### config.mk
export PLATFORM = sky130hd
export DESIGN_NAME = cpu_load_run_ctrl
export DESIGN_NICKNAME = d
export VERILOG_FILES = /design/src/rtl/cpu_load_run_ctrl.sv
export SDC_FILE = /design/constraint.sdc
export NUM_CORES = 1
export LEC_CHECK = 0
export ABC_AREA = 1
export CAP_MARGIN = 20
export CORE_UTILIZATION = 54
export CTS_BUF_LIST = sky130_fd_sc_hd__clkbuf_8
export CTS_CLUSTER_DIAMETER = 50
export CTS_CLUSTER_SIZE = 24
export DETAILED_ROUTE_END_ITERATION = 6
export GPL_TIMING_DRIVEN = 0
export MAX_ROUTING_LAYER = met4
export PLACE_DENSITY = 0.85
export SETUP_SLACK_MARGIN = 0.1
export SYNTH_ARGS = -nofsm -noshare
export SYNTH_HDL_FRONTEND = slang
export SYNTH_SLANG_ARGS = --single-unit
### constraint.sdc
create_clock -name clk -period 3.4 [get_ports clk]
set_input_delay 0.51 -clock clk [delete_from_list [all_inputs] [get_ports clk]]
set_output_delay 0.51 -clock clk [all_outputs]
set_load 0.02 [all_outputs]
### src/rtl/cpu_load_run_ctrl.sv
// Program loader and run/step sequencer for cpu_core.
// Packs a byte stream into imem words, then gates the core clock enable.
module cpu_load_run_ctrl #(
   parameter int NB_INSTRUCTION  = 32,
   parameter int NB_BYTE         = 8,
   parameter int IMEM_ADDR_WIDTH = 5,
   parameter int NB_CYCLES       = 16
) (
   input  logic                       clk,
   input  logic                       i_rst,
   input  logic [NB_BYTE-1:0]         i_rx_data,
   input  logic                       i_rx_valid,
   input  logic                       i_cmd_load,
   input  logic                       i_cmd_run,
   input  logic                       i_cmd_step,
   input  logic                       i_halt,
   output logic [NB_INSTRUCTION-1:0]  o_imem_data,
   output logic [IMEM_ADDR_WIDTH-1:0] o_imem_waddr,
   output logic                       o_imem_wen,
   output logic [1:0]                 o_mem_wsize,
   output logic                       o_cpu_en,
   output logic                       o_cpu_rst,
   output logic [2:0]                 o_state,
   output logic [IMEM_ADDR_WIDTH:0]   o_words_loaded,
   output logic [NB_CYCLES-1:0]       o_cycle_count,
   output logic                       o_load_err
);

   localparam int BPW = NB_INSTRUCTION / NB_BYTE;
   localparam int BCW = (BPW > 1) ? $clog2(BPW) : 1;
   localparam logic [IMEM_ADDR_WIDTH:0] LAST_ADDR =
      {1'b0, {IMEM_ADDR_WIDTH{1'b1}}};

   typedef enum logic [2:0] {
      IDLE  = 3'd0,
      LOAD  = 3'd1,
      READY = 3'd2,
      RUN   = 3'd3,
      STEP  = 3'd4,
      DONE  = 3'd5
   } state_t;

   state_t state, state_n;

   logic [BCW-1:0]                    byte_cnt;
   logic [NB_INSTRUCTION-1:0]         shift;
   logic [NB_INSTRUCTION+NB_BYTE-1:0] cat;
   logic [NB_INSTRUCTION-1:0]         word;
   logic                              last_byte;
   logic                              sentinel;
   logic                              mem_full;
   logic                              start_load;
   logic                              write;

   // little-endian: bytes enter at the top and drift down
   assign cat       = {i_rx_data, shift};
   assign word      = cat[NB_INSTRUCTION+NB_BYTE-1:NB_BYTE];
   assign last_byte = i_rx_valid && (byte_cnt == BCW'(BPW - 1));
   assign sentinel  = &word;
   assign mem_full  = (o_words_loaded == LAST_ADDR);

   assign o_state     = state;
   assign o_mem_wsize = 2'b10;

   always_ff @(posedge clk or posedge i_rst) begin
      if (i_rst) state <= IDLE;
      else       state <= state_n;
   end

   always_comb begin
      state_n    = state;
      start_load = 1'b0;
      write      = 1'b0;
      unique case (state)
         IDLE: begin
            if (i_cmd_load) begin
               state_n    = LOAD;
               start_load = 1'b1;
            end
         end
         LOAD: begin
            if (i_cmd_load) begin
               start_load = 1'b1;
            end else if (last_byte) begin
               write = 1'b1;
               if (sentinel || mem_full) state_n = READY;
            end
         end
         READY: begin
            if (i_cmd_load) begin
               state_n    = LOAD;
               start_load = 1'b1;
            end else if (i_cmd_run) begin
               state_n = RUN;
            end else if (i_cmd_step) begin
               state_n = STEP;
            end
         end
         RUN: begin
            if (i_halt) state_n = DONE;
         end
         STEP: begin
            state_n = i_halt ? DONE : READY;
         end
         DONE: begin
            if (i_cmd_load) begin
               state_n    = LOAD;
               start_load = 1'b1;
            end
         end
         default: state_n = IDLE;
      endcase
   end

   always_ff @(posedge clk or posedge i_rst) begin
      if (i_rst) begin
         byte_cnt       <= '0;
         shift          <= '0;
         o_imem_data    <= '0;
         o_imem_waddr   <= '0;
         o_imem_wen     <= 1'b0;
         o_cpu_en       <= 1'b0;
         o_cpu_rst      <= 1'b1;
         o_words_loaded <= '0;
         o_cycle_count  <= '0;
         o_load_err     <= 1'b0;
      end else begin
         o_imem_wen <= write;
         o_cpu_rst  <= (state_n == IDLE) || (state_n == LOAD);
         o_cpu_en   <= (state_n == RUN) || (state_n == STEP);
         if (start_load) begin
            byte_cnt       <= '0;
            o_words_loaded <= '0;
            o_load_err     <= 1'b0;
            o_cycle_count  <= '0;
         end else begin
            if (state == LOAD && i_rx_valid) begin
               shift    <= word;
               byte_cnt <= last_byte ? '0 : byte_cnt + BCW'(1);
               if (last_byte) begin
                  o_imem_data    <= word;
                  o_imem_waddr   <= o_words_loaded[IMEM_ADDR_WIDTH-1:0];
                  o_words_loaded <= o_words_loaded + 1'b1;
                  if (mem_full && !sentinel) o_load_err <= 1'b1;
               end
            end
            // saturate rather than wrap
            if ((state == RUN || state == STEP) && o_cycle_count != '1)
               o_cycle_count <= o_cycle_count + 1'b1;
         end
      end
   end

endmodule

==> results.txt <==
Results of the implementation run.

The flow ran to the end, but the final reports show violations. The largest buffer count on any clock path came out at 2. The first-pass GRT wire length came out at 16170 um. Fill cells in the final layout number 622. The count of non-CTS inverters in the layout came out at 50. The global routing usage summed across all routing layers is 25.60%.

The final reports fail on DRC. The async set-or-reset flop fraction in the synthesized netlist came out at 100.0%. The via-per-instance ratio is 5.149. The cell-mix breakdown from Yosys lists the simple-gate area share as about a quarter.

The minimum clock period came out at 2042 ps. The DRC violation total left in the routed layout is recorded as 1. The final-report max-slew violation count is 0. Input and output buffers added on the ports amount to 80. The clock network burns 20.6% of the power.

The family of cells with the greatest summed delay on the critical path is buffers and inverters. Before placement the cells fill between 50 and 60% of the core. The number of register bits inferred by synthesis came out at just over 90. Per the STA report, the cell with the highest stage delay on the worst path is sky130_fd_sc_hd__clkdlybuf4s50_1. The proportion of power drawn by combinational gates came out at around a third. The tightest min-delay check is of the reg -> reg type. The cell leakage power is 2.536 nW. The first element of the critical path is o_state[0]$_DFF_PP0_.
-- layer usage --
metal | vias up | routed length, um | global-route usage (%)
li1 | 1748 | - | -
met1 | 1677 | 4441 | 34.88
met2 | 118 | 4382 | 38.26
met3 | 10 | 520 | 5.387
met4 | 0 | 112 | 9.127
met5 | - | 0 | -
-- sequential cells by signal, indices dropped and copies added (netlist names) --
register        cells
o_words_loaded      6
o_cpu_rst           1
o_imem_wen          1
o_cycle_count      16
shift              24
o_cpu_en            1
o_state             3
o_imem_data        32
byte_cnt            2
o_imem_waddr        5
o_load_err          1
-- power by group through the flow --
stage	logic, mW	clock network [mW]	registers, mW
floorplan	0.349	0	1.81
global placement	1.03	0	1.61
detailed placement	1.06	0	1.62
CTS	1.06	0.695	1.60
global route	1.16	0.740	1.64
finish	1.06	0.687	1.60
-- worst min-delay path by stage --
stage / from / to
3_3_place_gp: o_imem_data[5]$_DFFE_PP0P_ / o_imem_data[5]$_DFFE_PP0P_
3_5_place_dp: o_imem_data[6]$_DFFE_PP0P_ / o_imem_data[6]$_DFFE_PP0P_
6_report: o_imem_data[6]$_DFFE_PP0P_ / o_imem_data[6]$_DFFE_PP0P_
4_1_cts: o_imem_data[6]$_DFFE_PP0P_ / o_imem_data[6]$_DFFE_PP0P_
2_1_floorplan: byte_cnt[0]$_DFFE_PP0P_ / byte_cnt[0]$_DFFE_PP0P_
5_1_grt: o_imem_data[3]$_DFFE_PP0P_ / o_imem_data[3]$_DFFE_PP0P_
-- cells in the final DEF, fill, tap and decap left out, types with 3 or more instances in the layout --
cell	instances
sky130_fd_sc_hd__buf_4	4
sky130_fd_sc_hd__nand2_2	5
sky130_fd_sc_hd__a21oi_1	5
sky130_fd_sc_hd__o21ai_0	51
sky130_fd_sc_hd__o31ai_1	4
sky130_fd_sc_hd__o21ai_1	10
sky130_fd_sc_hd__xor2_1	10
sky130_fd_sc_hd__clkdlybuf4s50_1	80
sky130_fd_sc_hd__ha_1	3
sky130_fd_sc_hd__nand3_1	18
sky130_fd_sc_hd__clkbuf_8	9
sky130_fd_sc_hd__clkbuf_1	3
sky130_fd_sc_hd__nand2_4	4
sky130_fd_sc_hd__dfrtp_1	91
sky130_fd_sc_hd__nor2_1	35
sky130_fd_sc_hd__nor3_1	7
sky130_fd_sc_hd__inv_4	3
sky130_fd_sc_hd__clkinvlp_4	4
sky130_fd_sc_hd__buf_6	3
sky130_fd_sc_hd__inv_1	45
sky130_fd_sc_hd__buf_2	4
sky130_fd_sc_hd__nand4_1	6
sky130_fd_sc_hd__nand2_1	152
-- stage by stage --
stage | setup TNS (ps) | cells | util, % | area [um2] | hold slack, ps
6_report | 0 | 690 | 70.23 | 5399 | 480.5
5_1_grt | 0 | 690 | 70.23 | 5399 | 515.4
4_1_cts | 0 | 690 | 70.23 | 5399 | 488.8
3_5_place_dp | 0 | 674 | 67.85 | 5216 | 466.3
3_3_place_gp | -71980 | 673 | 67.46 | 5186 | 457.5
2_1_floorplan | 0 | 491 | - | 4258 | 457.1
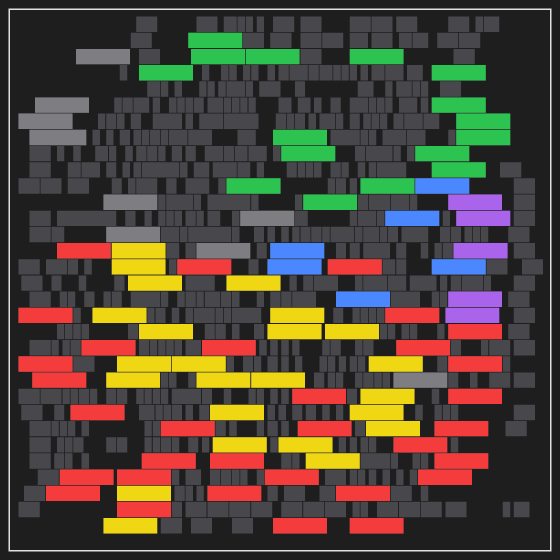
Fig. 1. Sequential cells colored by netlist name.
Other sequential cells in the stronger gray, the rest of the logic in the fainter gray.
legend:
  yellow:
    signal: `shift`
    flops: 24
  blue:
    signal: `o_words_loaded`
    flops: 6
  red:
    signal: `o_imem_data`
    flops: 32
  green:
    signal: `o_cycle_count`
    flops: 16
  purple:
    signal: `o_imem_waddr`
    flops: 5
    where: east

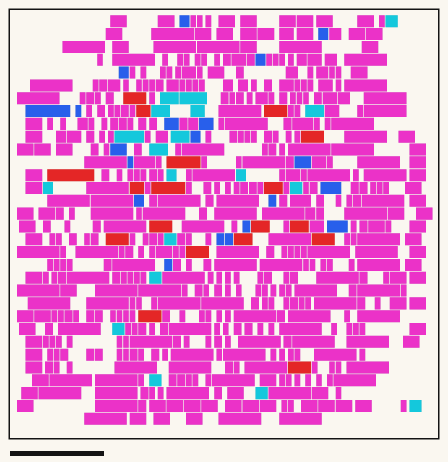
Fig. 2. Drive-strength map.
Bar = 20 um.
legend:
  magenta:
    size: x1 and smaller
    cells: 531
    most_used: nand2_1
  red:
    size: x6 and larger
    cells: 18
    most_used: clkbuf_8
  cyan:
    size: x3 and x4
    cells: 19
  blue:
    size: x2
    cells: 20
    most_used: nand2_2

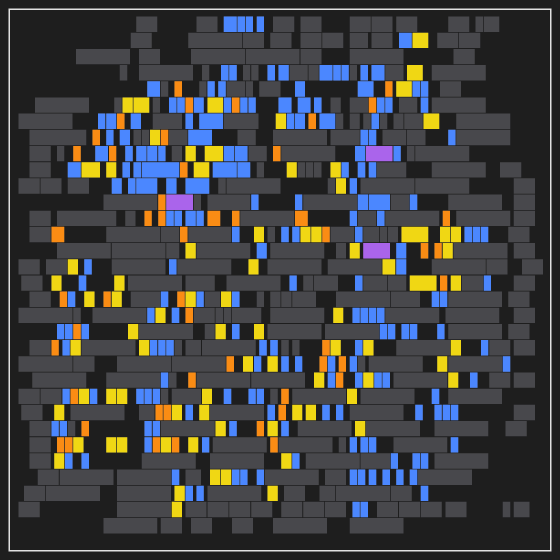
Fig. 3. Gate-type map.
legend:
  yellow:
    family: aoi and oai cells
    cells: 78
  purple:
    family: fa/ha/maj cells
    cells: 3
  blue:
    family: nand cells
    cells: 190
  orange:
    family: inv cells
    cells: 50

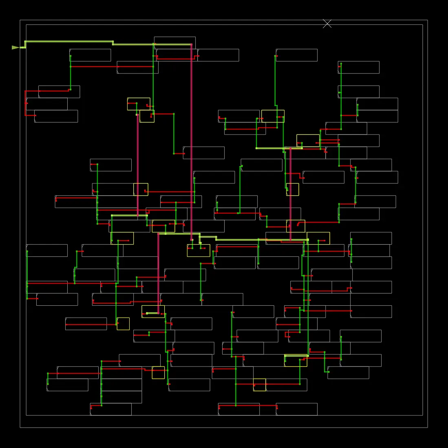
Fig. 4. Clock nets.
total CTS buffers: 9
number of clock sinks: 92
setup clock skew after layout: 10.62 ps
power drawn by the clock network: 687 uW

Power figures rest on the tool's default switching activity, not on a simulated workload.
